**src/rtl/se_imem_loader_if.sv**
```systemverilog
`default_nettype none
// ============================================================================
//  Module      : se_imem_loader_if
//  Description : Bundles the instruction word stream (data/valid/ready) and
//                the instruction-memory load port (loadData/loadAddr/wrEn)
//                used by se_imem_loader.
//  Revision    : 1.0 - initial release
// ============================================================================
interface se_imem_loader_if;
    // Instruction word stream from the boot/debug side
    logic [31:0] data;
    logic        valid;
    logic        ready;

    // Instruction-memory load port
    logic [31:0] loadData;
    logic [63:0] loadAddr;
    logic        wrEn;

    // Boot/debug side: drives the stream and watches the memory writes
    modport master (
        output data,
        output valid,
        input  ready,
        input  loadData,
        input  loadAddr,
        input  wrEn
    );

    // Loader side: consumes the stream and drives the memory writes
    modport slave (
        input  data,
        input  valid,
        output ready,
        output loadData,
        output loadAddr,
        output wrEn
    );
endinterface
`default_nettype wire

```
**src/rtl/se_imem_loader.sv**
```systemverilog
`default_nettype none
// ============================================================================
//  Module      : se_imem_loader
//  Description : Sequencing controller for the instruction-memory load port.
//                Accepts a stream of 32-bit words and writes them to
//                consecutive word addresses starting at a latched base, while
//                holding the core in reset until the image is complete.
//                Optional feature macro: SE_IMEM_LOADER_CHECKSUM_EN
//                (adds a trailing checksum word verified in CHECK state).
//  Revision    : 1.0 - initial release
// ============================================================================
module se_imem_loader #(
    parameter int MAX_WORDS = 1024,
    parameter int CNT_W     = 16
) (
    input  wire logic             clk_i,
    input  wire logic             rst_n_i,
    input  wire logic             start_i,
    input  wire logic [63:0]      baseAddr_i,
    input  wire logic [CNT_W-1:0] wordCount_i,
    se_imem_loader_if.slave       bus,
    output logic                  coreRst_n_o,
    output logic                  busy_o,
    output logic                  done_o,
    output logic                  err_o
);

    localparam logic [CNT_W-1:0] MAX_CNT = CNT_W'(MAX_WORDS);

    typedef enum logic [2:0] {
        ST_IDLE  = 3'd0,
        ST_LOAD  = 3'd1,
`ifdef SE_IMEM_LOADER_CHECKSUM_EN
        ST_CHECK = 3'd2,
`endif
        ST_DONE  = 3'd3,
        ST_ERROR = 3'd4
    } state_t;

`ifdef SE_IMEM_LOADER_CHECKSUM_EN
    // Image completion goes through the checksum word first
    localparam state_t ST_IMAGE_END = ST_CHECK;
`else
    localparam state_t ST_IMAGE_END = ST_DONE;
`endif

    state_t           state_q,     state_d;
    logic [CNT_W-1:0] index_q,     index_d;
    logic [CNT_W-1:0] count_q,     count_d;
    logic [63:0]      wr_addr_q,   wr_addr_d;
    logic             ready_q,     ready_d;
    logic             wr_en_q,     wr_en_d;
    logic [31:0]      load_data_q, load_data_d;
    logic [63:0]      load_addr_q, load_addr_d;
    logic             core_rst_n_q, core_rst_n_d;
    logic             busy_q,      busy_d;
    logic             done_q,      done_d;
    logic             err_q,       err_d;
`ifdef SE_IMEM_LOADER_CHECKSUM_EN
    logic [31:0]      sum_q,       sum_d;
`endif

    logic start_ok;
    logic accept;
    logic last_word;

    // Next-state, datapath and registered-output computation
    always_comb begin
        state_d      = state_q;
        index_d      = index_q;
        count_d      = count_q;
        wr_addr_d    = wr_addr_q;
        wr_en_d      = 1'b0;
        load_data_d  = load_data_q;
        load_addr_d  = load_addr_q;
`ifdef SE_IMEM_LOADER_CHECKSUM_EN
        sum_d        = sum_q;
`endif
        // A start is only honoured while no load is in flight
        start_ok  = start_i && ((state_q == ST_IDLE) || (state_q == ST_DONE) ||
                                (state_q == ST_ERROR));
        accept    = bus.valid && ready_q;
        last_word = (index_q == (count_q - CNT_W'(1)));

        case (state_q)
            ST_IDLE, ST_DONE, ST_ERROR: begin
                if (start_i) begin
                    count_d   = wordCount_i;
                    wr_addr_d = baseAddr_i;
                    index_d   = '0;
`ifdef SE_IMEM_LOADER_CHECKSUM_EN
                    sum_d     = '0;
`endif
                    if ((baseAddr_i[1:0] != 2'b00) || (wordCount_i > MAX_CNT)) begin
                        state_d = ST_ERROR;
                    end else if (wordCount_i == '0) begin
                        state_d = ST_IMAGE_END;
                    end else begin
                        state_d = ST_LOAD;
                    end
                end
            end

            ST_LOAD: begin
                if (accept) begin
                    wr_en_d     = 1'b1;
                    load_data_d = bus.data;
                    load_addr_d = wr_addr_q;
                    // Word addresses advance by 4 and wrap modulo 2^64
                    wr_addr_d   = wr_addr_q + 64'd4;
                    index_d     = index_q + CNT_W'(1);
`ifdef SE_IMEM_LOADER_CHECKSUM_EN
                    sum_d       = sum_q + bus.data;
`endif
                    if (last_word) begin
                        state_d = ST_IMAGE_END;
                    end
                end
            end

`ifdef SE_IMEM_LOADER_CHECKSUM_EN
            ST_CHECK: begin
                // The trailing word is compared only, never written
                if (accept) begin
                    state_d = (bus.data == sum_q) ? ST_DONE : ST_ERROR;
                end
            end
`endif

            default: begin
                state_d = ST_IDLE;
            end
        endcase

        // Status outputs are registered images of the upcoming state
`ifdef SE_IMEM_LOADER_CHECKSUM_EN
        ready_d = (state_d == ST_LOAD) || (state_d == ST_CHECK);
`else
        ready_d = (state_d == ST_LOAD);
`endif
        busy_d = ready_d;
        err_d  = (state_d == ST_ERROR);
        // Restarting from DONE counts as a fresh entry into DONE
        done_d = (state_d == ST_DONE) && ((state_q != ST_DONE) || start_ok);
        // Core leaves reset one cycle after DONE is entered, so the last
        // memory write always lands first; any accepted start re-asserts it
        core_rst_n_d = (state_q == ST_DONE) && (state_d == ST_DONE) && !start_ok;
    end

    // State and output registers with asynchronous active-low reset
    always_ff @(posedge clk_i or negedge rst_n_i) begin
        if (!rst_n_i) begin
            state_q      <= ST_IDLE;
            index_q      <= '0;
            count_q      <= '0;
            wr_addr_q    <= '0;
            ready_q      <= 1'b0;
            wr_en_q      <= 1'b0;
            load_data_q  <= '0;
            load_addr_q  <= '0;
            core_rst_n_q <= 1'b0;
            busy_q       <= 1'b0;
            done_q       <= 1'b0;
            err_q        <= 1'b0;
`ifdef SE_IMEM_LOADER_CHECKSUM_EN
            sum_q        <= '0;
`endif
        end else begin
            state_q      <= state_d;
            index_q      <= index_d;
            count_q      <= count_d;
            wr_addr_q    <= wr_addr_d;
            ready_q      <= ready_d;
            wr_en_q      <= wr_en_d;
            load_data_q  <= load_data_d;
            load_addr_q  <= load_addr_d;
            core_rst_n_q <= core_rst_n_d;
            busy_q       <= busy_d;
            done_q       <= done_d;
            err_q        <= err_d;
`ifdef SE_IMEM_LOADER_CHECKSUM_EN
            sum_q        <= sum_d;
`endif
        end
    end

    assign bus.ready    = ready_q;
    assign bus.wrEn     = wr_en_q;
    assign bus.loadData = load_data_q;
    assign bus.loadAddr = load_addr_q;
    assign coreRst_n_o  = core_rst_n_q;
    assign busy_o       = busy_q;
    assign done_o       = done_q;
    assign err_o        = err_q;

endmodule
`default_nettype wire

```
**src/flat_wrapper.sv**
```systemverilog
// flat-port wrapper written by rule: the top's interface ports become plain ports
module se_imem_loader_flat 
#(
    parameter int MAX_WORDS = 1024,
    parameter int CNT_W     = 16
)
  (clk_i, rst_n_i, start_i, baseAddr_i, wordCount_i, coreRst_n_o, busy_o, done_o, err_o, bus_data, bus_valid, bus_ready, bus_loadData, bus_loadAddr, bus_wrEn);
  se_imem_loader_if bus_i ();
  input  wire logic clk_i;
  input  wire logic rst_n_i;
  input  wire logic start_i;
  input  wire logic [63:0] baseAddr_i;
  input  wire logic [CNT_W-1:0] wordCount_i;
  output logic coreRst_n_o;
  output logic busy_o;
  output logic done_o;
  output logic err_o;
  input wire logic [$bits(bus_i.data)-1:0] bus_data;
  input wire logic [$bits(bus_i.valid)-1:0] bus_valid;
  output wire logic [$bits(bus_i.ready)-1:0] bus_ready;
  output wire logic [$bits(bus_i.loadData)-1:0] bus_loadData;
  output wire logic [$bits(bus_i.loadAddr)-1:0] bus_loadAddr;
  output wire logic [$bits(bus_i.wrEn)-1:0] bus_wrEn;
  assign bus_i.data = bus_data;
  assign bus_i.valid = bus_valid;
  assign bus_ready = bus_i.ready;
  assign bus_loadData = bus_i.loadData;
  assign bus_loadAddr = bus_i.loadAddr;
  assign bus_wrEn = bus_i.wrEn;
  se_imem_loader #(.MAX_WORDS(MAX_WORDS), .CNT_W(CNT_W)) u_core (.clk_i(clk_i), .rst_n_i(rst_n_i), .start_i(start_i), .baseAddr_i(baseAddr_i), .wordCount_i(wordCount_i), .bus(bus_i), .coreRst_n_o(coreRst_n_o), .busy_o(busy_o), .done_o(done_o), .err_o(err_o));
endmodule
```
**config.mk**
```make
export PLATFORM = sky130hd
export DESIGN_NAME = se_imem_loader_flat
export DESIGN_NICKNAME = d
export VERILOG_FILES = /design/src/rtl/se_imem_loader_if.sv /design/src/rtl/se_imem_loader.sv /design/src/flat_wrapper.sv
export SDC_FILE = /design/constraint.sdc
export NUM_CORES = 1
export LEC_CHECK = 0
export CAP_MARGIN = 0
export CORE_MARGIN = 2
export CORE_UTILIZATION = 51
export CTS_CLUSTER_DIAMETER = 50
export DETAILED_ROUTE_END_ITERATION = 6
export PLACE_DENSITY_LB_ADDON = 0.3
export SYNTH_ARGS = -nofsm -noshare
export SYNTH_HDL_FRONTEND = slang
export SYNTH_SLANG_ARGS = --single-unit
```
**constraint.sdc**
```tcl
create_clock -name clk_i -period 3.04 [get_ports clk_i]
set_clock_uncertainty 0.05 [all_clocks]
set_input_delay 0.456 -clock clk_i [delete_from_list [all_inputs] [get_ports clk_i]]
set_output_delay 0.456 -clock clk_i [all_outputs]
set_load 0.05 [all_outputs]
```
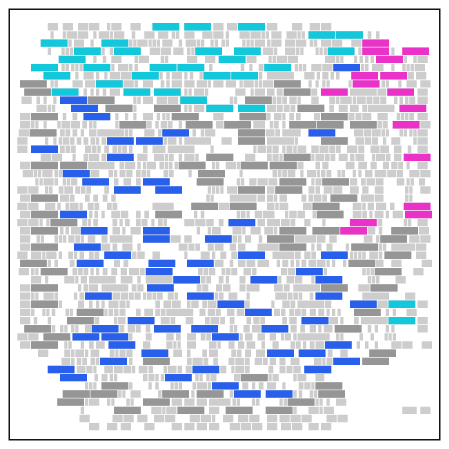
Figure 1: register map, names as in the netlist.
Scale: 3 px per um.
`u_core.count_q` -> magenta  # placed flops 16, where upper right
`u_core.bus.loadData` -> cyan  # placed flops 32, where a horizontal strip, top
`u_core.wr_addr_q` -> blue  # placed flops 64
not colored = 88
sequential portion of the cell area: 38.4%
Seq. pwr: 2.91 mW
share of the core filled with cells: 69.1%
area taken by flip-flops and latches: 5000 um2

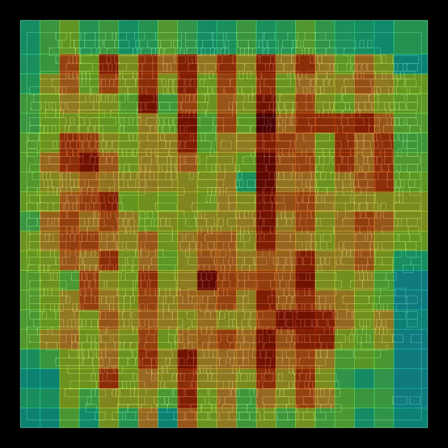
Figure 2: congestion heat map.
all-layer global routing usage: 28.6%
busiest metal layer after global routing: met2
detail-routed net length per standard cell: 17.6 um
met3 demand-to-capacity share in global routing: 6.24%
met1 Resource Use GR: 37.9%

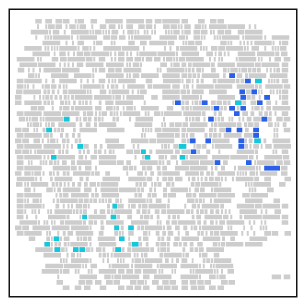
Figure 3: gate-type map.
Scale: 2 px per um.
xor and xnor cells -> blue  # cells 27
non-inverting ao/oa cells -> cyan  # cells 24
Cell Count, Final, Fillers Out: 1640
highest-count logic cell in the final layout: nand2_1
combinational fraction of the cell area: 35.1%

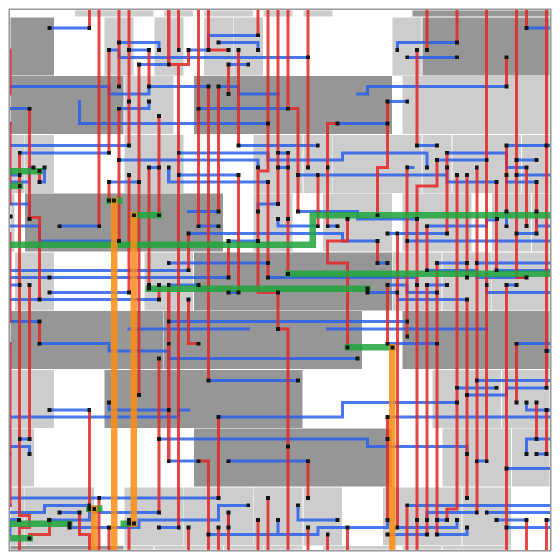
Figure 4: a small window of the routed layout.
Region (95, 95) to (120, 120) um. Cells in gray, sequential cells in the stronger gray; small squares are vias.
M3 -> green
M1 -> blue
M2 -> red
M4 -> orange
most frequent = dfrtp_1 (10), nand2_1 (7)
cells with their middle in the window = 46
netlist names of flops here include = `u_core.count_q` (2), `u_core.index_q` (2)
sequential cells in the window = 10

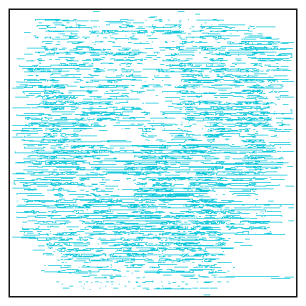
Figure 5: met1 routing.
Scale: 2 px per um.
wire length on this layer = 12300 um
share of all routed wire = 42%
main direction = horizontal
nets with wire on the layer = 1332

[synth_stat cells, drive strengths merged (4+ instances only)]
cell type	n	area, um2
or2	4	25.0
a31oi	7	43.8
xnor2	12	105
and2	7	43.8
a21oi	84	424
nor3	19	100
xor2	14	123
nor2b	4	25.0
nor2	66	248
nand3	38	200
clkbuf	55	206
and4	11	96.3
or4	6	52.6
nand3b	4	30.0
and3	12	75.1
o21ai	39	195
inv	9	33.8
buf	14	62.6
nand2	393	1480
a2bb2oi	11	96.3
a311oi	4	35.0
dfrtp	200	5000
o22a	10	87.6
o32ai	4	35.0
a211oi	11	82.6
o22ai	25	156
or3	19	124
nand4	20	140
nor4	13	81.3
o31ai	6	45.0
[worst min-delay path: stages (launching register included)]
cell	delay, ns
dfrtp_1	0.34
nand2_1	0.05
nand2_1	0.05
[worst max path at each step]
stage	start	to	cells after the start
floorplan	u_core.wr_addr_q[2]	u_core.wr_addr_q[48]	8
global placement	bus_valid	u_core.wr_addr_q[49]	7
detailed placement	u_core.count_q[0]	u_core.bus.ready	8
CTS	u_core.count_q[0]	u_core.done_o	8
global route	u_core.count_q[0]	u_core.bus.ready	8
finish	u_core.count_q[0]	u_core.done_o	8
[layer usage]
| layer | routed length [um] | up-vias |
|---|---|---|
| li1 | - | 4433 |
| met5 | 13 | - |
| met4 | 779 | 2 |
| met3 | 1880 | 60 |
| met1 | 12300 | 4576 |
| met2 | 13900 | 381 |
[per-stage QoR]
| step | util, % | power (mW) | instances | setup slack [ns] | hold WS, ns |
|---|---|---|---|---|---|
| 2_1_floorplan | - | 3.27 | 1163 | 0.593 | 0.110 |
| 3_3_place_gp | 66.0 | 3.62 | 1606 | 0.423 | 0.397 |
| 3_5_place_dp | 66.0 | 3.64 | 1606 | 0.311 | 0.394 |
| 4_1_cts | 69.1 | 5.83 | 1639 | 0.309 | 0.430 |
| 5_1_grt | 69.1 | 6.05 | 1639 | 0.134 | 0.445 |
| 6_report | 69.1 | 5.82 | 1640 | 0.301 | 0.425 |
[sequential cells by signal, summed over array words and instances, names as in the netlist]
register             count
u_core.bus.ready         1
u_core.done_o            1
u_core.wr_addr_q        64
u_core.err_o             1
u_core.bus.wrEn          1
u_core.coreRst_n_o       1
u_core.bus.loadAddr     64
u_core.bus.loadData     32
u_core.state_q           3
u_core.count_q          16
u_core.index_q          16
[logic make-up after synthesis]
family | synth area share, %
multiplexers | 0.216
AND-OR/OR-AND | 14.8
flip-flops | 50.8
buffers and inverters | 3.07
AND/OR/NAND/NOR | 28.2
XOR/XNOR | 2.54
adder cells (fa/ha/maj) | 0.381
[final cells by class]
type,instances,area [um2],area share (%)
Sequential cell,200,5000,38.4
Tap cell,260,325,2.50
Clock inverter,14,139,1.07
Antenna cell,1,2.50,0.0192
Clock buffer,18,429,3.30
Timing Repair Buffer,253,2510,19.3
Inverter,9,35.0,0.269
Multi-Input combinational cell,885,4570,35.1
[power by group]
part           switching, mW  internal, mW  total [mW]
Clock                   1.07          1.15        2.22
Sequential             0.152          2.76        2.91
Combinational          0.353         0.335       0.688
Total                   1.57          4.25        5.82
==> run notes <==
flow finished, numbers: critical path required time 3.36 ns, reported max-cap violation count 0, GR met2 Demand/Resource between 40% and 50%, net count reported at finish 1485, worst path buffer plus inverter count 1, Yosys warning count 0, total number of placement rows 50, count of state elements after synthesis 200, share of synthesized registers carrying an async set or reset 100%, unrepaired setup endpoints after global routing false, largest voltage drop on the vdd net between 300 and 400 uV, worst slew slack as a fraction of its limit 50.9%, Max stage delay on crit path 0.56 ns, final critical-path share of the clock period about nine tenths, Setup CP Type reg -> reg, # setup viols final 0, via count of the first global-routing pass 9294, sum of negative setup slack 0 ns, Net Count, Synth 1282, detailed-route wire length 28800 um, post-route standard cell area excluding fillers 13000 um2, number of gates given a new drive strength after cts 0, leakage dissipation about 5.7 nW, total cell area reported by yosys after synthesis 9850 um2, first drt pass iteration count 5, post-CTS setup buffers 0, die outline area 20400 um2, number of instances on the worst hold path 2, pre-placement core utilization 52.3%, clock network latency to the later pin of the worst-skew pair ~0.44 ns, IO Pins about 220, Avg Cell Area, Syn ~8.5 um2, routability congestion estimate from global placement 0.917, cell area after placement 12400 um2, chip width 143 um, shortest period the worst path allows 2.74 ns, relative area change from synthesis to final layout 32.2%, number of antenna violations at the first check in global routing 2, total of fill cells in the finished design 1489, placeable core region ~19000 um2, DRC violations left 0, vertical die dimension ~140 um, number of clock buffers inserted by TritonCTS 17, clock transition at the registers of the reported paths 0.07 ns, category of the worst setup path launch point flip-flop, highest-delay cell along the critical path or4b_1, clk sinks roughly 200, Top FF cell, synth dfrtp_1, H-tree depth 4, outcome finished, final reports clean, count of tool warnings 26, actual transition at the worst max-transition pin ~0.73 ns, number of buffers added on ports 217, highest fanout seen on the critical path 5, critical path data arrival time 3.06 ns, part of the Yosys area used for sequential elements roughly half, post-synthesis instance area slightly below 10000 um2, 1st-iter DRT viols 735, maximum number of pins on one net before global-route repair 67, distinct cell type count of the synthesized netlist ~66, buffer type at the clock tree root clkbuf_16, fraction of layout cells with a size suffix above 1 around 6.5%, highest attainable clock frequency 0.365 GHz, routed vias/inst 5.76, Critical R2R Launch u_core.count_q[0], half-perimeter wire length after detailed placement 20400 um, total grt overflow 0, hold_buf cts 1, final hold violations 0, worst hold-check path type reg -> reg, slack of the worst reg-to-reg path approximately 0.30 ns, TritonCTS clock tree built, destination of the worst hold path u_core.bus.loadData[17], cell family with most CP delay simple AND/OR/NAND/NOR gates
Power is estimated from default activity; no workload was simulated.
